$ cat config.mk
export PLATFORM = sky130hd
export DESIGN_NAME = serial_subtractor
export DESIGN_NICKNAME = d
export VERILOG_FILES = /design/src/rtl/serial_sub_pkg.sv /design/src/rtl/full_subtractor.sv /design/src/rtl/serial_subtractor.sv
export SDC_FILE = /design/constraint.sdc
export NUM_CORES = 1
export LEC_CHECK = 0
export CAP_MARGIN = 30
export CORE_MARGIN = 5
export CORE_UTILIZATION = 45
export DETAILED_ROUTE_END_ITERATION = 7
export GPL_TIMING_DRIVEN = 0
export PLACE_DENSITY = 0.77
export SYNTH_ARGS = -nofsm -noshare
export SYNTH_HDL_FRONTEND = slang
export SYNTH_HIERARCHICAL = 1
export SYNTH_SLANG_ARGS = --single-unit
$ cat constraint.sdc
create_clock -name clk -period 1.3 [get_ports clk]
set_input_delay 0.26 -clock clk [delete_from_list [all_inputs] [get_ports clk]]
set_output_delay 0.26 -clock clk [all_outputs]
set_load 0.03 [all_outputs]
$ cat src/rtl/serial_sub_pkg.sv
// rtl/serial_sub_pkg.sv - shared state encoding and sizing helper for the bit-serial subtractor
package serial_sub_pkg;

  typedef enum logic [1:0] {
    ST_IDLE = 2'd0,
    ST_RUN  = 2'd1,
    ST_DONE = 2'd2
  } state_t;

  // Bit-counter width for a given operand width; never narrower than one bit.
  function automatic int cnt_width(input int width);
    return (width > 1) ? $clog2(width) : 1;
  endfunction

endpackage

$ cat src/rtl/full_subtractor.sv
// rtl/full_subtractor.sv - single-bit combinational full subtractor cell
module full_subtractor (
  input  logic a,
  input  logic b,
  input  logic b_in,
  output logic d,
  output logic b_out
);

  assign d     = a ^ b ^ b_in;
  assign b_out = (~a & b) | (~(a ^ b) & b_in);

endmodule

$ cat src/rtl/serial_subtractor.sv
// rtl/serial_subtractor.sv - bit-serial a - b - b_in, LSB first, one bit per clock through one cell
module serial_subtractor
  import serial_sub_pkg::*;
#(
  parameter int WIDTH = 4
) (
  input  logic             clk,
  input  logic             rst_n,
  input  logic             start,
  input  logic [WIDTH-1:0] a,
  input  logic [WIDTH-1:0] b,
  input  logic             b_in,
  output logic             busy,
  output logic             done,
  output logic [WIDTH-1:0] d,
  output logic             b_out
);

  localparam int               CNT_W    = cnt_width(WIDTH);
  localparam logic [CNT_W-1:0] LAST_BIT = CNT_W'(WIDTH - 1);

  state_t           state;
  logic [WIDTH-1:0] a_sh;
  logic [WIDTH-1:0] b_sh;
  logic [WIDTH-2:0] res_sh;
  logic [CNT_W-1:0] cnt;
  logic             br;
  logic             cell_d;
  logic             cell_bo;
  logic [WIDTH-1:0] res_next;

  full_subtractor u_cell (
    .a     (a_sh[0]),
    .b     (b_sh[0]),
    .b_in  (br),
    .d     (cell_d),
    .b_out (cell_bo)
  );

  // Only WIDTH-1 partial bits are stored; the last diff goes straight into d.
  assign res_next = {cell_d, res_sh};

  always_ff @(posedge clk or negedge rst_n) begin
    if (!rst_n) begin
      state  <= ST_IDLE;
      a_sh   <= '0;
      b_sh   <= '0;
      res_sh <= '0;
      cnt    <= '0;
      br     <= 1'b0;
      busy   <= 1'b0;
      done   <= 1'b0;
      d      <= '0;
      b_out  <= 1'b0;
    end else begin
      case (state)
        ST_RUN: begin
          a_sh   <= a_sh >> 1;
          b_sh   <= b_sh >> 1;
          res_sh <= res_next[WIDTH-1:1];
          br     <= cell_bo;
          cnt    <= cnt + CNT_W'(1);
          if (cnt == LAST_BIT) begin
            d     <= res_next;
            b_out <= cell_bo;
            state <= ST_DONE;
            busy  <= 1'b0;
            done  <= 1'b1;
          end
        end
        default: begin
          // IDLE and DONE accept a new request identically.
          done <= 1'b0;
          if (start) begin
            a_sh  <= a;
            b_sh  <= b;
            br    <= b_in;
            cnt   <= '0;
            state <= ST_RUN;
            busy  <= 1'b1;
          end else begin
            state <= ST_IDLE;
          end
        end
      endcase
    end
  end

endmodule
==> images/layer_met3.png <==
Drawn at 8 px/um.
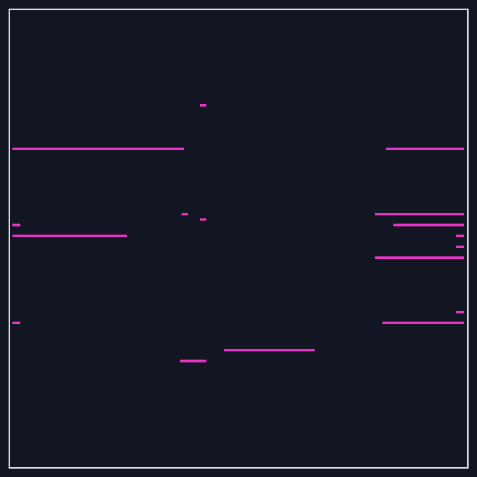
longest straight run: 21.2 um
main direction: horizontal
wire length on this layer: 103 um
nets with wire on the layer: 14

==> flow_summary.ini <==
; yosys + openroad results
[outcome]
status = complete, no violations

[final_timing]
setup_tns_ns = 0
fin_crit_ns = 1.298
worst_pin_slew_ns = 0.1967
grt_setup_unrepaired = yes
fmax_mhz = 770.4
hold_violations = 0
period_used_pct = 99.85
setup_ws_ns = 0.001991

[power]
seq_power_mw = 1.19
power_density_mw_per_mm2 = 2406
p_leak_nw = 0.6515
power_leader = combinational cells
clkPwrFrac_pct = 11.4

[cells_and_area]
nFillCells = 191
nets = 112
drive_above_1_share_pct = 48.45

[cts]
cts-root-buf = clkbuf_4
cts_tree = built

[yosys]
synth_area_sq_um = 999.7
fp_nets = 81
avgSynthCellArea_sq_um = 14.92
edf_count = 0
yosys_warnings = 6

[run]
tool_warnings = 28

[routing]
routedWlPerCell_um = 14.18
via_per_inst = 4.960

[global_route]
grt.total_usage_pct = 12.02
grt_pass1_vias = 672

[place]
place_inst = 113
placed_area_sq_mm = 0.001216
dp_hpwl_mm = 1.176

[floorplan]
die-area_sq_mm = 0.003264

[critical_path]
crit_slowest_cell = fa_1
==> images/clocks.png <==
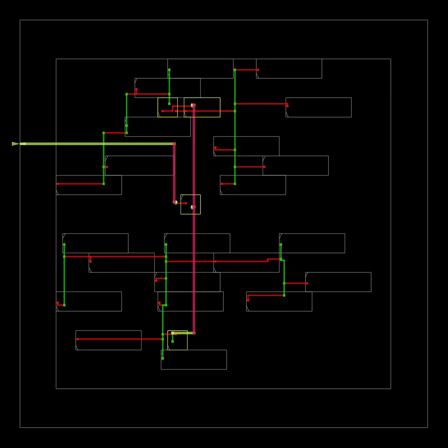
CTS Buf Count: 3
flip-flops: 22
final-layout clock buffer total: 4
clk latency late pin: 0.31 ns

==> cells by family after synthesis <==
family                     count (synthesis)  share of synthesized area, %
and+or+nand+nor                            9                         5.132
AOI/OAI and AO/OA                          2                         1.251
DFF                                       22                         55.07
buffers and inverters                      6                         3.379
muxes                                     26                         31.92
adders and majority gates                  2                         3.254
==> path summary, 6_finish.rpt <==
path	start	to	slack, ns	depth (start not counted)
setup / recovery	br	d[3]	0.002	3
min in group clk	a_sh[3]	a_sh[2]	0.50	1
setup reg to reg	br	d[3]	0.002	3
hold reg to reg	a_sh[3]	a_sh[2]	0.50	1
hold / removal	rst_n	a_sh[2]	0.12	1
max in group asynchronous	rst_n	done	0.81	2
==> what timing repair did <==
item                                    4_1_cts  5_1_grt
pin swaps                                     1        1
setup buffers                                 6        1
gates resized                                23       13
endpoints found under the setup margin       17        8
==> critical path: cells and delay by family, from the launching register on <==
kind / cells / cell delay [ns]
buf+inv: 1 / 0.04
mux: 1 / 0.27
fa+ha+maj: 1 / 0.51
flops: 1 / 0.37
==> area by class of cell <==
type	instances	area [sq um]	share of cell area, %
Sequential cell	22	551.8	41.06
Tap cell	28	35.03	2.607
Timing Repair Buffer	26	250.2	18.62
Multi-Input combinational cell	39	436.7	32.50
Inverter	4	15.01	1.117
Clock buffer	4	36.28	2.700
Buffer	2	18.77	1.397
==> flip-flops by register name (all words and copies together), names as in the netlist <==
name and flops:
a_sh 4, b_out 1, b_sh 4, br 1
busy 1, cnt 2, d 4, done 1
res_sh 3, state 1
==> routing by layer <==
metal,vias up,track usage [%],share of wire [%]
li1,291,-,-
met1,307,15.26,44
met2,17,18.11,48
met3,5,4.299,5.8
met4,0,5.960,2.3
met5,-,0,0
